Fig. 1: metal 1
Scale bar: 20 um. Cells faint in the background.
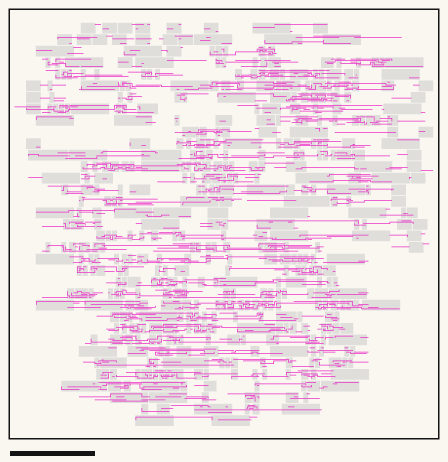
Fig. 2: metal 2
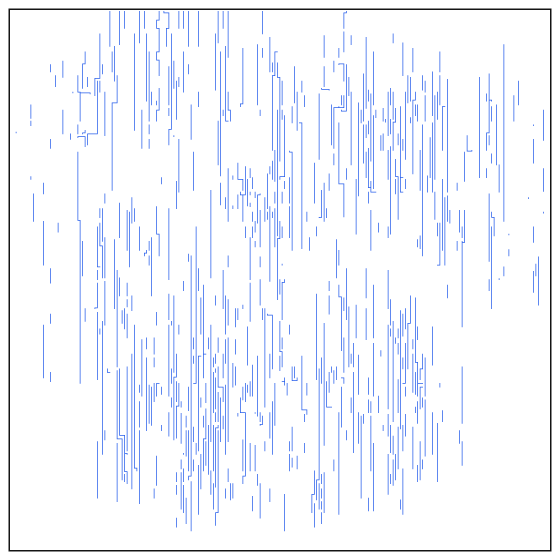
Fig. 3: signal wires on met3
Scale bar: 20 um.
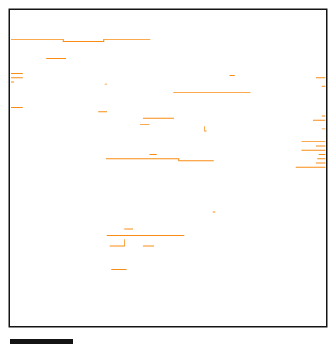
Fig. 4: sizing map
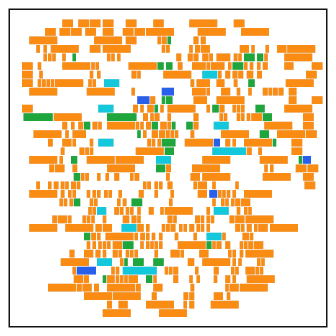
Fig. 5: the clock network
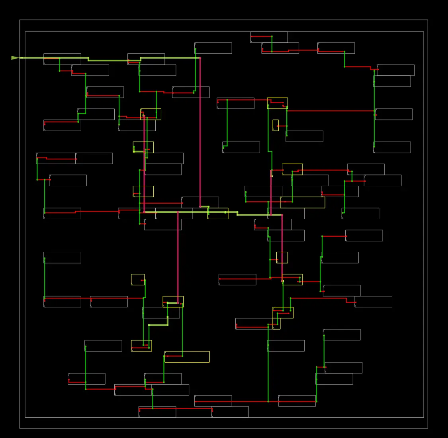
### src/rtl/nrf24_rx_reader_pkg.sv
// Shared nRF24L01 definitions: command opcodes, register map, STATUS bits,
// controller state encoding and the power-up configuration frame ROM.
package nrf24_rx_reader_pkg;

  localparam logic [7:0] CMD_W_REGISTER   = 8'h20;
  localparam logic [7:0] CMD_R_RX_PAYLOAD = 8'h61;
  localparam logic [7:0] CMD_FLUSH_RX     = 8'hE2;
  localparam logic [7:0] CMD_NOP          = 8'hFF;

  localparam logic [4:0] REG_CONFIG   = 5'h00;
  localparam logic [4:0] REG_EN_AA    = 5'h01;
  localparam logic [4:0] REG_STATUS   = 5'h07;
  localparam logic [4:0] REG_RX_PW_P0 = 5'h11;

  localparam int unsigned STATUS_RX_DR  = 6;
  localparam int unsigned STATUS_TX_DS  = 5;
  localparam int unsigned STATUS_MAX_RT = 4;

  localparam logic [7:0] CONFIG_VAL = 8'h0B;  // PWR_UP | PRIM_RX | EN_CRC, 1-byte CRC
  localparam logic [7:0] EN_AA_VAL  = 8'h00;
  localparam logic [7:0] RX_PW_VAL  = 8'h01;
  localparam logic [7:0] STATUS_CLR = 8'((32'd1 << STATUS_RX_DR) | (32'd1 << STATUS_TX_DS) |
                                         (32'd1 << STATUS_MAX_RT));

  localparam logic [3:0] CFG_LAST_IDX = 4'd8;

  typedef enum logic [2:0] {
    ST_PWRUP,
    ST_CFG,
    ST_SETTLE,
    ST_LISTEN,
    ST_RD_STATUS,
    ST_RD_PLD,
    ST_CLR_IRQ
  } state_t;

  typedef struct packed {
    logic [7:0] tx;
    logic       hold;
  } spi_byte_t;

  function automatic logic [7:0] w_reg(input logic [4:0] addr);
    return CMD_W_REGISTER | {3'b000, addr};
  endfunction

  // hold=0 marks the last byte of each CSN frame
  function automatic spi_byte_t cfg_rom(input logic [3:0] idx);
    spi_byte_t b;
    case (idx)
      4'd0:    b = '{tx: w_reg(REG_CONFIG),   hold: 1'b1};
      4'd1:    b = '{tx: CONFIG_VAL,          hold: 1'b0};
      4'd2:    b = '{tx: w_reg(REG_EN_AA),    hold: 1'b1};
      4'd3:    b = '{tx: EN_AA_VAL,           hold: 1'b0};
      4'd4:    b = '{tx: w_reg(REG_RX_PW_P0), hold: 1'b1};
      4'd5:    b = '{tx: RX_PW_VAL,           hold: 1'b0};
      4'd6:    b = '{tx: w_reg(REG_STATUS),   hold: 1'b1};
      4'd7:    b = '{tx: STATUS_CLR,          hold: 1'b0};
      4'd8:    b = '{tx: CMD_FLUSH_RX,        hold: 1'b0};
      default: b = '{tx: CMD_NOP,             hold: 1'b0};
    endcase
    return b;
  endfunction

endpackage

### src/rtl/nrf24_rx_reader.sv
// nRF24L01 receive reader: powers up and configures the radio through a byte-level
// SPI master, then on every IRQ reads STATUS, fetches a 1-byte payload and clears flags.
module nrf24_rx_reader
  import nrf24_rx_reader_pkg::*;
#(
  parameter int PWRUP_CYC  = 500000,
  parameter int SETTLE_CYC = 15000
) (
  input  logic       clk,
  input  logic       rst,
  output logic       spi_start,
  output logic [7:0] spi_tx,
  input  logic [7:0] spi_rx,
  input  logic       spi_done,
  output logic       spi_hold_csn,
  output logic       nrf_ce,
  input  logic       nrf_irq_n,
  output logic [7:0] rx_data,
  output logic       rx_valid,
  output logic       cfg_done
);

  localparam logic [31:0] PWRUP_LAST  = 32'(PWRUP_CYC - 1);
  localparam logic [31:0] SETTLE_LAST = 32'(SETTLE_CYC - 1);

  state_t      state_r, state_nxt_s, after_s;
  logic [31:0] cnt_r, cnt_nxt_s;
  logic [3:0]  idx_r, idx_nxt_s;
  logic        busy_r, busy_nxt_s;
  logic        irq_meta_r, irq_sync_r;
  logic        spi_start_r, spi_start_nxt_s;
  logic [7:0]  spi_tx_r, spi_tx_nxt_s;
  logic        spi_hold_r, spi_hold_nxt_s;
  logic        ce_r, ce_nxt_s;
  logic        cfg_done_r, cfg_done_nxt_s;
  logic [7:0]  rx_data_r, rx_data_nxt_s;
  logic        rx_valid_r, rx_valid_nxt_s;
  spi_byte_t   cur_byte_s;
  logic        last_byte_s;

  // IRQ synchronizer; idles high so a reset never looks like a pending interrupt
  always_ff @(posedge clk or posedge rst) begin
    if (rst) begin
      irq_meta_r <= 1'b1;
      irq_sync_r <= 1'b1;
    end else begin
      irq_meta_r <= nrf_irq_n;
      irq_sync_r <= irq_meta_r;
    end
  end

  // Byte to send in the current state/index and the state that follows its last byte
  always_comb begin
    cur_byte_s  = '{tx: CMD_NOP, hold: 1'b0};
    last_byte_s = 1'b1;
    after_s     = ST_LISTEN;
    case (state_r)
      ST_CFG: begin
        cur_byte_s  = cfg_rom(idx_r);
        last_byte_s = (idx_r == CFG_LAST_IDX);
        after_s     = ST_SETTLE;
      end
      ST_RD_STATUS: begin
        cur_byte_s  = '{tx: CMD_NOP, hold: 1'b0};
        last_byte_s = 1'b1;
        after_s     = spi_rx[STATUS_RX_DR] ? ST_RD_PLD : ST_CLR_IRQ;
      end
      ST_RD_PLD: begin
        if (idx_r == 4'd0) begin
          cur_byte_s  = '{tx: CMD_R_RX_PAYLOAD, hold: 1'b1};
          last_byte_s = 1'b0;
        end else begin
          cur_byte_s  = '{tx: CMD_NOP, hold: 1'b0};
          last_byte_s = 1'b1;
        end
        after_s = ST_CLR_IRQ;
      end
      ST_CLR_IRQ: begin
        if (idx_r == 4'd0) begin
          cur_byte_s  = '{tx: w_reg(REG_STATUS), hold: 1'b1};
          last_byte_s = 1'b0;
        end else begin
          cur_byte_s  = '{tx: STATUS_CLR, hold: 1'b0};
          last_byte_s = 1'b1;
        end
        after_s = ST_LISTEN;
      end
      default: begin
        cur_byte_s  = '{tx: CMD_NOP, hold: 1'b0};
        last_byte_s = 1'b1;
        after_s     = ST_LISTEN;
      end
    endcase
  end

  // Next-state and next-output logic
  always_comb begin
    state_nxt_s     = state_r;
    cnt_nxt_s       = cnt_r;
    idx_nxt_s       = idx_r;
    busy_nxt_s      = busy_r;
    spi_start_nxt_s = 1'b0;
    spi_tx_nxt_s    = spi_tx_r;
    spi_hold_nxt_s  = spi_hold_r;
    ce_nxt_s        = ce_r;
    cfg_done_nxt_s  = cfg_done_r;
    rx_data_nxt_s   = rx_data_r;
    rx_valid_nxt_s  = 1'b0;
    case (state_r)
      ST_PWRUP: begin
        if (cnt_r == PWRUP_LAST) begin
          cnt_nxt_s   = 32'd0;
          state_nxt_s = ST_CFG;
        end else begin
          cnt_nxt_s = cnt_r + 32'd1;
        end
      end
      ST_SETTLE: begin
        if (cnt_r == SETTLE_LAST) begin
          cnt_nxt_s      = 32'd0;
          ce_nxt_s       = 1'b1;
          cfg_done_nxt_s = 1'b1;
          state_nxt_s    = ST_LISTEN;
        end else begin
          cnt_nxt_s = cnt_r + 32'd1;
        end
      end
      ST_LISTEN: begin
        if (!irq_sync_r) begin
          state_nxt_s = ST_RD_STATUS;
        end else begin
          state_nxt_s = ST_LISTEN;
        end
      end
      ST_CFG, ST_RD_STATUS, ST_RD_PLD, ST_CLR_IRQ: begin
        // spi_done is only honoured while a byte is outstanding
        if (!busy_r) begin
          spi_start_nxt_s = 1'b1;
          busy_nxt_s      = 1'b1;
          spi_tx_nxt_s    = cur_byte_s.tx;
          spi_hold_nxt_s  = cur_byte_s.hold;
        end else if (spi_done) begin
          busy_nxt_s = 1'b0;
          if (last_byte_s) begin
            idx_nxt_s   = 4'd0;
            state_nxt_s = after_s;
            if (state_r == ST_RD_PLD) begin
              rx_data_nxt_s  = spi_rx;
              rx_valid_nxt_s = 1'b1;
            end else begin
              rx_valid_nxt_s = 1'b0;
            end
          end else begin
            idx_nxt_s = idx_r + 4'd1;
          end
        end else begin
          busy_nxt_s = busy_r;
        end
      end
      default: begin
        state_nxt_s = ST_PWRUP;
      end
    endcase
  end

  // State and registered-output update
  always_ff @(posedge clk or posedge rst) begin
    if (rst) begin
      state_r     <= ST_PWRUP;
      cnt_r       <= 32'd0;
      idx_r       <= 4'd0;
      busy_r      <= 1'b0;
      spi_start_r <= 1'b0;
      spi_tx_r    <= 8'h00;
      spi_hold_r  <= 1'b0;
      ce_r        <= 1'b0;
      cfg_done_r  <= 1'b0;
      rx_data_r   <= 8'h00;
      rx_valid_r  <= 1'b0;
    end else begin
      state_r     <= state_nxt_s;
      cnt_r       <= cnt_nxt_s;
      idx_r       <= idx_nxt_s;
      busy_r      <= busy_nxt_s;
      spi_start_r <= spi_start_nxt_s;
      spi_tx_r    <= spi_tx_nxt_s;
      spi_hold_r  <= spi_hold_nxt_s;
      ce_r        <= ce_nxt_s;
      cfg_done_r  <= cfg_done_nxt_s;
      rx_data_r   <= rx_data_nxt_s;
      rx_valid_r  <= rx_valid_nxt_s;
    end
  end

  assign spi_start    = spi_start_r;
  assign spi_tx       = spi_tx_r;
  assign spi_hold_csn = spi_hold_r;
  assign nrf_ce       = ce_r;
  assign cfg_done     = cfg_done_r;
  assign rx_data      = rx_data_r;
  assign rx_valid     = rx_valid_r;

endmodule
### config.mk
export PLATFORM = sky130hd
export DESIGN_NAME = nrf24_rx_reader
export DESIGN_NICKNAME = d
export VERILOG_FILES = /design/src/rtl/nrf24_rx_reader_pkg.sv /design/src/rtl/nrf24_rx_reader.sv
export SDC_FILE = /design/constraint.sdc
export NUM_CORES = 1
export LEC_CHECK = 0
export ABC_AREA = 1
export CAP_MARGIN = 5
export CORE_UTILIZATION = 36
export DETAILED_ROUTE_END_ITERATION = 8
export MAX_ROUTING_LAYER = met4
export PLACE_DENSITY = 0.52
export SYNTH_ARGS = -nofsm -noshare
export SYNTH_HDL_FRONTEND = slang
export SYNTH_SLANG_ARGS = --single-unit
### constraint.sdc
create_clock -name clk -period 5.9 [get_ports clk]
set_input_delay 1.18 -clock clk [delete_from_list [all_inputs] [get_ports clk]]
set_output_delay 1.18 -clock clk [all_outputs]
set_load 0.005 [all_outputs]
==> impl_results.rst <==
Physical design figures
=======================

.. list-table::
   :header-rows: 1

   * - Metric
     - Value
   * - Run status
     - finished, final reports clean
   * - Most frequently used cell type in the post-synthesis netlist
     - sky130_fd_sc_hd__nand2_1
   * - Master of the slowest instance on the critical path
     - sky130_fd_sc_hd__clkdlybuf4s50_1
   * - Critical Path Source Type
     - flip-flop
   * - Die X-Extent
     - 101 um
   * - Count of hold-fix buffers inserted at cts
     - 0
   * - Sum of overflow across all layers after global routing
     - 0
   * - Library cell occupying the most area in the post-synthesis netlist
     - sky130_fd_sc_hd__dfrtp_1
   * - Endpoint required time on the critical path
     - 4720 ps
   * - Top cell type's share of synthesized area
     - 42.7%
   * - Vias per Instance
     - 4.67
   * - Placed cell count
     - 605
   * - Drt pass-1 iters
     - 4
   * - Count of library flops with an enable pin
     - 0
   * - Most used DFF post-synth
     - sky130_fd_sc_hd__dfrtp_1
   * - Post-synthesis instance area
     - 0.00352 mm2
   * - Leading cell types by count after synthesis
     - sky130_fd_sc_hd__nand2_1 (122), sky130_fd_sc_hd__dfrtp_1 (60), sky130_fd_sc_hd__inv_1 (49)
   * - Count of unique library cells instantiated by Yosys
     - 39
   * - R2R setup slack
     - 3880 ps
   * - Post-layout period usage of the worst path
     - 40.8%
   * - Flop and latch count out of synthesis
     - 62
   * - CP Depth
     - 1
   * - Top delay family on crit path
     - buffers and inverters
   * - Yosys cell count
     - 450
   * - Setup crit end kind
     - output port
   * - Chip Height
     - 101 um
   * - Net count, final
     - 506
   * - Max-Slew Margin vs Limit
     - 47.1%
   * - Total number of placement rows
     - 35
   * - Chain of cells forming the critical path
     - clkdlybuf4s50_1
   * - Destination of the worst hold path
     - irq_sync_r$_DFF_PP1_
   * - Worst vdd rail ir drop
     - 0.101 mV
   * - Setup total negative slack
     - 0 ps
   * - Total power per unit cell area
     - 209 mW/mm2
   * - Wire length of the first global-routing pass
     - 13.5 mm
   * - Number of buffers inserted by port buffering
     - 32
   * - 1st-iter DRT viols
     - 147
   * - Endpoint of the worst setup timing path
     - spi_tx[4]
   * - Worst path max stage delay
     - 520 ps
   * - Hold Fails Final Rpt
     - 0
   * - Number of max-cap violations
     - 0
   * - Worst Hold Launch
     - irq_meta_r$_DFF_PP1_
   * - Number of standard cells in the final layout excluding fillers
     - 621
   * - Placer congestion estimate
     - 0.867
   * - Static leakage
     - 1.86 nW
Back to the opening pictures, Fig. 1:
The layer holds 51% of the routed length. 469 nets have wire on it. The wires run mostly horizontal. The longest straight run is 33.1 um. The layer carries 3970 um of wire.
met1 Usage GRT: 23.8%
total wirelength of the detailed-routed design: 7.81 mm
Via Count: 2903

Back to the opening pictures, Fig. 2:
384 nets have wire on it. The wires run mostly vertical.
met2 track demand over resource in global routing: 26.4%

Back to the opening pictures, Fig. 3:
The longest straight run is 24.4 um. The wires run mostly horizontal.
global-route met3 utilization: 2.91%

Back to the opening pictures, Fig. 4:
Green marks drive 2, cells 39, share 7.9%. Cyan marks drive 6 and up, cells 13, share 2.6%. Orange marks drive 1 or less, cells 434, share 88%. Blue marks drive 3 to 4, cells 6, share 1.2%.
Non-clk bufs: 33
least setup slack across all paths after layout: 3490 ps
Syn-to-layout area delta: 18.8%

Back to the opening pictures, Fig. 5:
CTS Buf Count: 9
FF+latch count: 62
Fin Clk Skew: 15.9 ps
final-layout clock buffer total: 11

[sequential cells by signal, summed over array words and instances, names as in the netlist]
name and count:
irq_sync_r 1, spi_hold_csn 1, cnt_r 32, cfg_done 1
busy_r 1, spi_start 1, state_r 3, idx_r 4
rx_valid 1, spi_tx 8, rx_data 8, irq_meta_r 1
[layer usage]
metal / routed length (um) / part of all wire [%] / global-route usage [%]
met4: 110 / 1.4 / 7.58
met2: 3510 / 45 / 26.4
met5: 0 / 0 / -
met1: 3970 / 51 / 23.8
met3: 225 / 2.9 / 2.91
[metrics by stage]
| stage | utilization [%] | power [mW] | hold WS [ps] | cell area (um2) | setup slack, ps |
|---|---|---|---|---|---|
| final | 44.6 | 0.872 | 359 | 4180 | 3490 |
| after global routing | 44.6 | 0.906 | 358 | 4180 | 3440 |
| after CTS | 44.6 | 0.885 | 362 | 4180 | 3470 |
| after detailed placement | 42.2 | 0.453 | 357 | 3950 | 3480 |
| after global placement | 42.2 | 0.452 | 352 | 3950 | 3520 |
| after floorplan | - | 0.441 | 345 | 3520 | 3180 |
[placed cells by master (no fill, tap or decap), types with 2 or more instances in the layout]
cell type                         instances
sky130_fd_sc_hd__nand3_1                 26
sky130_fd_sc_hd__o21a_1                   2
sky130_fd_sc_hd__a21oi_2                  2
sky130_fd_sc_hd__a21oi_1                 16
sky130_fd_sc_hd__inv_1                   48
sky130_fd_sc_hd__o21ai_2                  3
sky130_fd_sc_hd__dfstp_2                  2
sky130_fd_sc_hd__nor3_1                  13
sky130_fd_sc_hd__nor2_1                  46
sky130_fd_sc_hd__a2bb2oi_1                3
sky130_fd_sc_hd__nor3_2                   4
sky130_fd_sc_hd__nand4_1                  9
sky130_fd_sc_hd__o21ai_0                 16
sky130_fd_sc_hd__nand3_2                  2
sky130_fd_sc_hd__bufinv_16                2
sky130_fd_sc_hd__o21ai_1                  3
sky130_fd_sc_hd__clkbuf_8                10
sky130_fd_sc_hd__inv_2                   10
sky130_fd_sc_hd__xor2_1                  23
sky130_fd_sc_hd__nand2_2                  5
sky130_fd_sc_hd__nand2_1                122
sky130_fd_sc_hd__dfrtp_1                 60
sky130_fd_sc_hd__ha_1                     7
sky130_fd_sc_hd__clkdlybuf4s50_1         32
sky130_fd_sc_hd__nor2_2                   8
[cell type report]
| type | instances | area (um2) |
|---|---|---|
| multi-input combinational | 322 | 1690 |
| sequential | 62 | 1550 |
| tap | 129 | 161 |
| timing repair buffer | 33 | 328 |
| clock buffer | 11 | 141 |
| fill | 993 | 5190 |
| clock inverter | 5 | 81.3 |
| inverter | 59 | 224 |
[power breakdown]
part / total, mW / leakage, nW / switching [mW] / internal [mW]
logic: 0.0168 / 0.923 / 0.00985 / 0.00696
clock network: 0.429 / 0.110 / 0.179 / 0.251
registers: 0.426 / 0.824 / 0.000328 / 0.426
[kinds of logic after synthesis]
| family | Yosys count | synth area share, % |
|---|---|---|
| adders and majority gates | 7 | 2.49 |
| and+or+nand+nor | 241 | 31.0 |
| xor gates and xnor gates | 24 | 5.98 |
| AOI/OAI and AO/OA | 50 | 8.54 |
| buffers and inverters | 66 | 7.83 |
| DFF | 62 | 44.2 |
Power figures rest on the tool's default switching activity, not on a simulated workload.
